### config.mk
export PLATFORM = sky130hd
export DESIGN_NAME = conway_matrix_scanner_flat
export DESIGN_NICKNAME = d
export VERILOG_FILES = /design/src/rtl/conway_matrix_scanner_pkg.sv /design/src/rtl/conway_matrix_scanner_if.sv /design/src/rtl/conway_row_fetch.sv /design/src/rtl/conway_matrix_scanner.sv /design/src/flat_wrapper.sv
export SDC_FILE = /design/constraint.sdc
export NUM_CORES = 1
export LEC_CHECK = 0
export ABC_AREA = 1
export CORE_ASPECT_RATIO = 0.75
export CORE_MARGIN = 1
export CORE_UTILIZATION = 30
export DETAILED_ROUTE_END_ITERATION = 7
export PLACE_DENSITY_LB_ADDON = 0.05
export SLEW_MARGIN = 20
export SYNTH_ARGS = -nofsm -noshare
export SYNTH_HDL_FRONTEND = slang
export SYNTH_SLANG_ARGS = --single-unit
### constraint.sdc
create_clock -name clk -period 6.07 [get_ports clk]
set_input_delay 0.607 -clock clk [delete_from_list [all_inputs] [get_ports clk]]
set_output_delay 0.607 -clock clk [all_outputs]
set_load 0.02 [all_outputs]
### src/rtl/conway_matrix_scanner_pkg.sv
// Shared definitions for the Conway matrix scanner: grid size (from `MAX_X/`MAX_Y),
// viewport size, FSM encoding and coordinate helpers.
`ifndef MAX_X
`define MAX_X 16
`endif
`ifndef MAX_Y
`define MAX_Y 16
`endif

package conway_matrix_scanner_pkg;

    localparam int unsigned GRID_X = `MAX_X;
    localparam int unsigned GRID_Y = `MAX_Y;
    localparam int unsigned GRID_N = GRID_X * GRID_Y;
    localparam int unsigned VIEW_W = 8;
    localparam int unsigned VIEW_H = 8;

    typedef enum logic [2:0] {
        ST_IDLE  = 3'd0,
        ST_LATCH = 3'd1,
        ST_LOAD  = 3'd2,
        ST_DWELL = 3'd3,
        ST_BLANK = 3'd4
    } scan_state_e;

    // base is always < lim, so one conditional subtract is enough to wrap.
    function automatic logic [8:0] wrap_add(input logic [7:0] base, input logic [8:0] off,
                                            input int unsigned lim);
        logic [8:0] s;
        s = {1'b0, base} + off;
        if (32'(s) >= lim) s = s - 9'(lim);
        return s;
    endfunction

    function automatic logic [7:0] clamp_coord(input logic [7:0] v, input int unsigned lim);
        return (32'(v) < lim) ? v : 8'd0;
    endfunction

endpackage

### src/rtl/conway_matrix_scanner_if.sv
// Bus between the grid source and the matrix scanner; master drives grid/view, slave drives the matrix pins.
// Cursor overlay signals exist only when CURSOR_OVERLAY_EN is defined.
interface conway_matrix_scanner_if;
    import conway_matrix_scanner_pkg::*;

    logic [GRID_N-1:0] state;
    logic              hold;
    logic [7:0]        view_x;
    logic [7:0]        view_y;
`ifdef CURSOR_OVERLAY_EN
    logic [7:0]        cursor_x;
    logic [7:0]        cursor_y;
    logic [63:0]       pattern_mat;
`endif
    logic [7:0]        row_sel;
    logic [7:0]        col_data;
    logic              frame_done;
    logic              busy;
    scan_state_e       fsm_state;

`ifdef CURSOR_OVERLAY_EN
    modport master (output state, hold, view_x, view_y, cursor_x, cursor_y, pattern_mat,
                    input  row_sel, col_data, frame_done, busy, fsm_state);
    modport slave  (input  state, hold, view_x, view_y, cursor_x, cursor_y, pattern_mat,
                    output row_sel, col_data, frame_done, busy, fsm_state);
`else
    modport master (output state, hold, view_x, view_y,
                    input  row_sel, col_data, frame_done, busy, fsm_state);
    modport slave  (input  state, hold, view_x, view_y,
                    output row_sel, col_data, frame_done, busy, fsm_state);
`endif

endinterface

### src/rtl/conway_row_fetch.sv
// Combinational extraction of one 8-cell viewport row with toroidal wrap.
// With CURSOR_OVERLAY_EN defined, the blinking cursor pattern is XORed into the row.
module conway_row_fetch
    import conway_matrix_scanner_pkg::*;
(
    input  logic [GRID_N-1:0] snap_i,
    input  logic [7:0]        vx_i,
    input  logic [7:0]        vy_i,
    input  logic [2:0]        row_i,
`ifdef CURSOR_OVERLAY_EN
    input  logic              blink_i,
    input  logic [7:0]        cx_i,
    input  logic [7:0]        cy_i,
    input  logic [63:0]       pat_i,
`endif
    output logic [VIEW_W-1:0] bits_o
);

    localparam int IDX_W = $clog2(GRID_N);

    logic [8:0] gx;
    logic [8:0] gy;
`ifdef CURSOR_OVERLAY_EN
    logic [8:0] dx;
    logic [8:0] dy;
`endif

    always_comb begin
        bits_o = '0;
        gx     = '0;
        gy     = wrap_add(vy_i, {6'd0, row_i}, GRID_Y);
`ifdef CURSOR_OVERLAY_EN
        dx = '0;
        // Offset of this grid row from the cursor origin, modulo the grid height.
        dy = (gy >= {1'b0, cy_i}) ? gy - {1'b0, cy_i} : gy + 9'(GRID_Y) - {1'b0, cy_i};
`endif
        for (int c = 0; c < VIEW_W; c++) begin
            gx = wrap_add(vx_i, 9'(c), GRID_X);
            bits_o[c] = snap_i[IDX_W'(32'(gy) * GRID_X + 32'(gx))];
`ifdef CURSOR_OVERLAY_EN
            dx = (gx >= {1'b0, cx_i}) ? gx - {1'b0, cx_i} : gx + 9'(GRID_X) - {1'b0, cx_i};
            if (blink_i && dx < 9'd8 && dy < 9'd8)
                bits_o[c] = bits_o[c] ^ pat_i[{dy[2:0], dx[2:0]}];
`endif
        end
    end

endmodule

### src/rtl/conway_matrix_scanner.sv
// Row-multiplexed 8x8 LED matrix driver over a once-per-frame snapshot of the Conway grid.
// Optional blinking cursor overlay is enabled by defining CURSOR_OVERLAY_EN.
module conway_matrix_scanner
    import conway_matrix_scanner_pkg::*;
#(
    parameter int unsigned DWELL_CYCLES = 1000,
    parameter int unsigned BLANK_CYCLES = 2
) (
    input logic                    clk,
    input logic                    rst,
    conway_matrix_scanner_if.slave bus
);

    scan_state_e       state_q;
    logic [GRID_N-1:0] snap_q;
    logic [7:0]        vx_q;
    logic [7:0]        vy_q;
    logic [2:0]        row_q;
    logic [31:0]       cnt_q;
    logic [7:0]        row_sel_q;
    logic [7:0]        col_data_q;
    logic              frame_done_q;
    logic              busy_q;
    logic [7:0]        fetch_row;
`ifdef CURSOR_OVERLAY_EN
    logic [7:0]        cx_q;
    logic [7:0]        cy_q;
    logic [63:0]       pat_q;
    logic              blink_q;
`endif

    conway_row_fetch u_fetch (
        .snap_i  (snap_q),
        .vx_i    (vx_q),
        .vy_i    (vy_q),
        .row_i   (row_q),
`ifdef CURSOR_OVERLAY_EN
        .blink_i (blink_q),
        .cx_i    (cx_q),
        .cy_i    (cy_q),
        .pat_i   (pat_q),
`endif
        .bits_o  (fetch_row)
    );

    always_ff @(posedge clk) begin
        if (rst) begin
            state_q      <= ST_IDLE;
            snap_q       <= '0;
            vx_q         <= '0;
            vy_q         <= '0;
            row_q        <= '0;
            cnt_q        <= '0;
            row_sel_q    <= '0;
            col_data_q   <= '0;
            frame_done_q <= 1'b0;
            busy_q       <= 1'b0;
`ifdef CURSOR_OVERLAY_EN
            cx_q         <= '0;
            cy_q         <= '0;
            pat_q        <= '0;
            blink_q      <= 1'b0;
`endif
        end else begin
            frame_done_q <= 1'b0;
            case (state_q)
                ST_IDLE: begin
                    busy_q  <= 1'b1;
                    state_q <= ST_LATCH;
                end
                ST_LATCH: begin
                    // Only sampling point for the inputs, which keeps each frame tear-free.
                    if (!bus.hold) snap_q <= bus.state;
                    vx_q    <= clamp_coord(bus.view_x, GRID_X);
                    vy_q    <= clamp_coord(bus.view_y, GRID_Y);
`ifdef CURSOR_OVERLAY_EN
                    cx_q    <= clamp_coord(bus.cursor_x, GRID_X);
                    cy_q    <= clamp_coord(bus.cursor_y, GRID_Y);
                    pat_q   <= bus.pattern_mat;
`endif
                    row_q   <= '0;
                    state_q <= ST_LOAD;
                end
                ST_LOAD: begin
                    row_sel_q  <= 8'd1 << row_q;
                    col_data_q <= fetch_row;
                    cnt_q      <= '0;
                    state_q    <= ST_DWELL;
                end
                ST_DWELL: begin
                    if (cnt_q == DWELL_CYCLES - 1) begin
                        cnt_q      <= '0;
                        row_sel_q  <= '0;
                        col_data_q <= '0;
                        state_q    <= ST_BLANK;
                    end else begin
                        cnt_q <= cnt_q + 32'd1;
                    end
                end
                ST_BLANK: begin
                    if (cnt_q == BLANK_CYCLES - 1) begin
                        cnt_q <= '0;
                        if (row_q == 3'd7) begin
                            frame_done_q <= 1'b1;
`ifdef CURSOR_OVERLAY_EN
                            blink_q      <= ~blink_q;
`endif
                            state_q      <= ST_LATCH;
                        end else begin
                            row_q   <= row_q + 3'd1;
                            state_q <= ST_LOAD;
                        end
                    end else begin
                        cnt_q <= cnt_q + 32'd1;
                    end
                end
                default: state_q <= ST_IDLE;
            endcase
        end
    end

    assign bus.row_sel    = row_sel_q;
    assign bus.col_data   = col_data_q;
    assign bus.frame_done = frame_done_q;
    assign bus.busy       = busy_q;
    assign bus.fsm_state  = state_q;

endmodule

### src/flat_wrapper.sv
// flat-port wrapper written by rule: the top's interface ports become plain ports
module conway_matrix_scanner_flat import conway_matrix_scanner_pkg::*;
#(
    parameter int unsigned DWELL_CYCLES = 1000,
    parameter int unsigned BLANK_CYCLES = 2
)
  (clk, rst, bus_state, bus_hold, bus_view_x, bus_view_y, bus_row_sel, bus_col_data, bus_frame_done, bus_busy, bus_fsm_state);
  conway_matrix_scanner_if bus_i ();
  input logic clk;
  input logic rst;
  input wire logic [$bits(bus_i.state)-1:0] bus_state;
  input wire logic [$bits(bus_i.hold)-1:0] bus_hold;
  input wire logic [$bits(bus_i.view_x)-1:0] bus_view_x;
  input wire logic [$bits(bus_i.view_y)-1:0] bus_view_y;
  output wire logic [$bits(bus_i.row_sel)-1:0] bus_row_sel;
  output wire logic [$bits(bus_i.col_data)-1:0] bus_col_data;
  output wire logic [$bits(bus_i.frame_done)-1:0] bus_frame_done;
  output wire logic [$bits(bus_i.busy)-1:0] bus_busy;
  output wire logic [$bits(bus_i.fsm_state)-1:0] bus_fsm_state;
  assign bus_i.state = bus_state;
  assign bus_i.hold = bus_hold;
  assign bus_i.view_x = bus_view_x;
  assign bus_i.view_y = bus_view_y;
  assign bus_row_sel = bus_i.row_sel;
  assign bus_col_data = bus_i.col_data;
  assign bus_frame_done = bus_i.frame_done;
  assign bus_busy = bus_i.busy;
  assign bus_fsm_state = bus_i.fsm_state;
  conway_matrix_scanner #(.DWELL_CYCLES(DWELL_CYCLES), .BLANK_CYCLES(BLANK_CYCLES)) u_core (.clk(clk), .rst(rst), .bus(bus_i));
endmodule
==> deck_impl_summary.md, run 1 <==
Physical Implementation Snapshot

Critical path
  • Top Family by Delay on Critical Path: simple AND/OR/NAND/NOR gates
  • Crit path kind: flop to flop
  • WP depth: 16

Clock network
  • Clk pin slew, worst setup/hold paths: 0.08 ns
  • Clock root buffer: clkbuf_16
  • Worst-Skew Late Latency: 0.59 ns

STA
  • Minimum clock period: ~4.9 ns
  • Worst-margin pin slew: about 1.2 ns

Yosys
  • # Cells Yosys: between 4k and 5k
  • Number of enable flip-flop cells: 0
  • Basic Gates by Area: a little over half

Run status
  • Status: finished, final reports clean

Route
  • DRT met1 WL: 59500 µm
  • Drt first pass iters: 7
  • Met2 wire length: 52500 µm

Power
  • PwrDens: 450 nW/µm²
  • Logic pwr share: approximately three fifths
  • Combinational cell power: about 0.0084 W

Die
  • Core region area: between 80000 and 90000 µm²

Global routing
  • Vias in the first global route: between 20k and 30k

Placement
  • Post-Place Cell Area: 29100 µm²

Final layout
  • Max reg flops: 256
  • #MultiIn Comb: between 3k and 4k
  • Top cell excl fill/tap: nand3_1
  • Cell class ranked first by area: multi-input combinational cells
  • Non-clk buf share: 11.2%
==> run_1/layer_met2.png <==
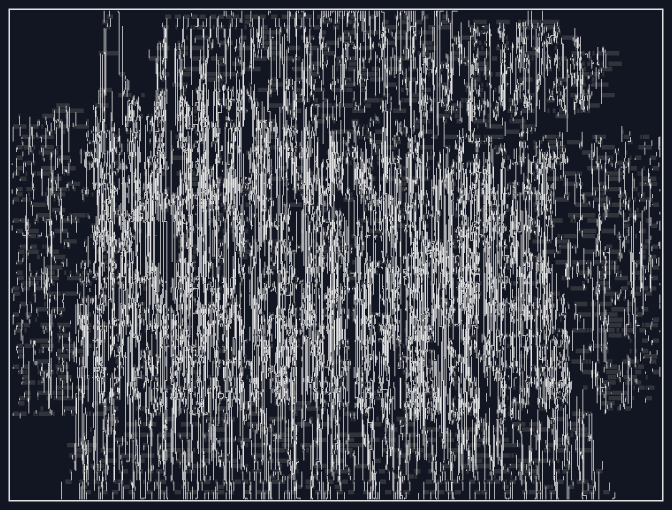
The layer carries 52.5 mm of wire. The longest straight run is 92.1 µm. The layer holds 41% of the routed length. 3676 nets have wire on it.
Routed Wire Length: 128000 µm
met2 usage in global routing: 42.3%
Via Count: 31.3k

==> run_1/placement_by_type.png <==
Scale bar: 100 µm.
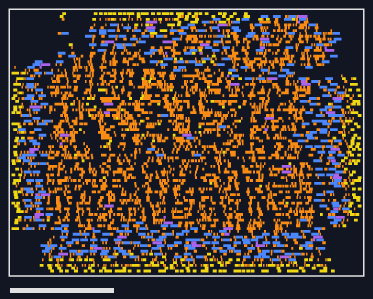
Key: combinational and other logic = orange [cells 3727, share of their area 62%]; other buffers and delay cells = yellow [cells 349, share of their area 12%]; flops = blue [cells 324, share of their area 22%]; clock drivers and dummy loads = purple [cells 65, share of their area 4.2%]

==> run_1/placement.png <==
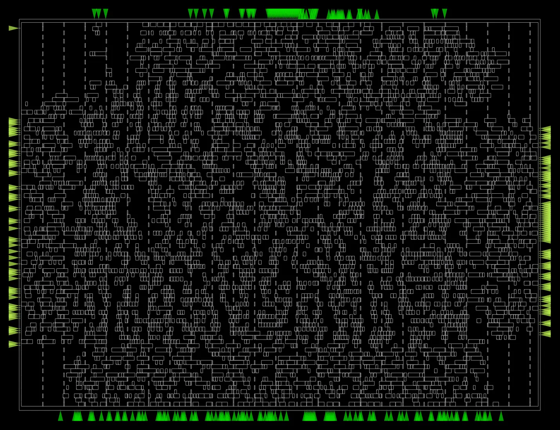
tap cells: 1128
# fillers: 9338
final core occ: 36.0%

==> run_1/clk_routes.png <==
Scale bar: 100 µm.
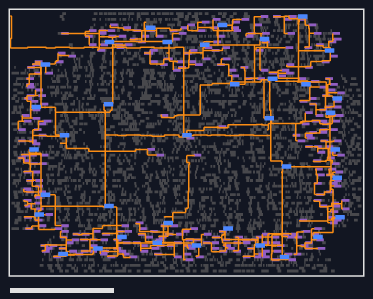
Key: clock wires = orange [length 5710 µm]; clock drivers = blue [count 37]; flip-flops = purple [count 324]
Position of the flops: widely spread. There are 38 routed clock nets.
clock skew: 0.0229 ns
Clock power frac: 17.0%

==> run 2: changes to the inputs <==
Clock period 6.07 ns to 4.2 ns, I/O delays scaled along.
==> run_2/clk_routes.png <==
Scale bar: 100 µm.
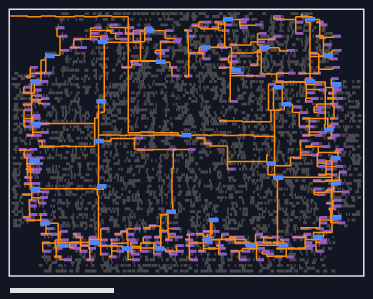
Key: clock wires = orange [length 5490 µm]; clock drivers = blue [count 39]; flip-flops = purple [count 324]
Position of the flops: widely spread.

==> run_2/placement.png <==
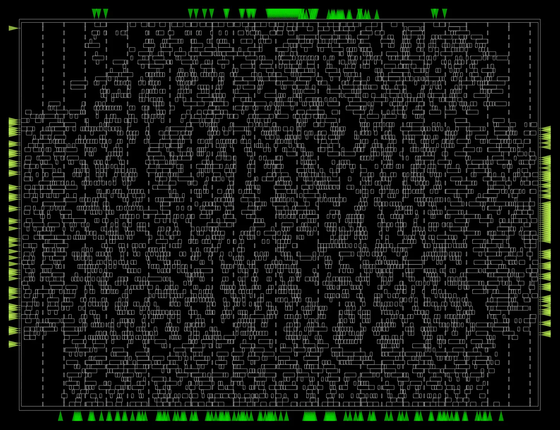
core region area: 84300 µm²
Post-Layout Cell Count: 5647
# fillers: 9323
row count: 92
Seq/total area: 21.0%

==> run 2 against run 1 <==
Effect of this change: clock power up 57%; power up 51%; first-iteration DRC count up 5.6%; routed wire length up 0.48%; clock skew down 0.0011 ns; combinational power up 53%; flip-flop count unchanged; via count up 0.50%; setup slack worse by 0.78 ns; largest power group unchanged; global-route usage up 0.099 points.
==> deck_impl_summary.md, run 2 <==
Physical Implementation Snapshot

Clock network
  • Clk pin slew, worst setup/hold paths: 0.07 ns (was 0.08 ns)
  • Worst-Skew Late Latency: 0.60 ns (was 0.59 ns)
  • Clock root buffer: clkbuf_16 (unchanged)

Yosys
  • Number of enable flip-flop cells: 0 (unchanged)
  • # Cells Yosys: 4357 (unchanged)
  • Cell Type Count: 55 (unchanged)
  • Basic Gates by Area: 53.9% (unchanged)

Critical path
  • Worst R2R End: u_core.bus.col_data[3]$_SDFFE_PP0P_ (was u_core.bus.col_data[5]$_SDFFE_PP0P_)
  • Peak fanout along the critical path: 10 (was 105)
  • WP depth: 14 (was 16)
  • Top Family by Delay on Critical Path: adder cells (was simple AND/OR/NAND/NOR gates)
  • R2r setup slk: 0.40 ns (was 1.18 ns)
  • Crit path kind: flop to flop (unchanged)

Power
  • Clock power frac: 17.7% (was 17.0%)
  • Reg power frac: 20.0% (was 21.4%)
  • Logic pwr share: 62.3% (was 61.6%)
  • Combinational cell power: 0.0129 W (was 0.00842 W)
  • Worst IR Drop VDD: 0.000389 V (was 0.000396 V)
  • PwrDens: 667 nW/µm² (was 450 nW/µm²)

Global routing
  • Vias in the first global route: 28.7k (was 28.6k)
  • Largest net degree at the start of global routing: 199 (was 151)
  • Met2 usage in global routing: 42.5% (was 42.3%)

STA
  • Minimum clock period: 3.80 ns (was 4.89 ns)
  • Worst-margin pin slew: 1.10 ns (was 1.15 ns)

Route
  • Met2 wire length: 52600 µm (was 52500 µm)
  • DRT met1 WL: 60500 µm (was 59500 µm)
  • Routed Wire Length: 129000 µm (was 128000 µm)
  • Drt first pass iters: 8 (was 7)

Final layout
  • Max reg flops: 256 (unchanged)
  • Non-clk buf share: 12.6% (was 11.2%)
  • Top cell excl fill/tap: nand3_1 (unchanged)
  • Cell class ranked first by area: multi-input combinational cells (unchanged)
  • #MultiIn Comb: 3572 (unchanged)

Run status
  • Status: finished, final reports clean (unchanged)

Placement
  • Post-Place Cell Area: 29600 µm² (was 29100 µm²)

Die
  • Tap cells: 1128 (unchanged)
==> run_2/placement_by_type.png <==
Scale bar: 100 µm.
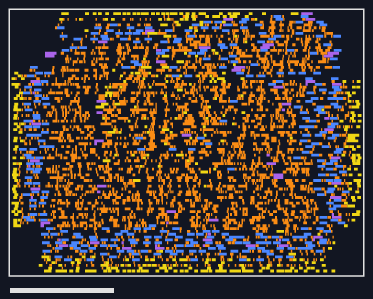
Key: clock drivers and dummy loads = purple [cells 71, share of their area 4.5%]; other buffers and delay cells = yellow [cells 393, share of their area 13%]; flops = blue [cells 324, share of their area 22%]; combinational and other logic = orange [cells 3727, share of their area 60%]
final core occ: 36.8%
final instance area: 31000 µm²

Power figures rest on the tool's default switching activity, not on a simulated workload.
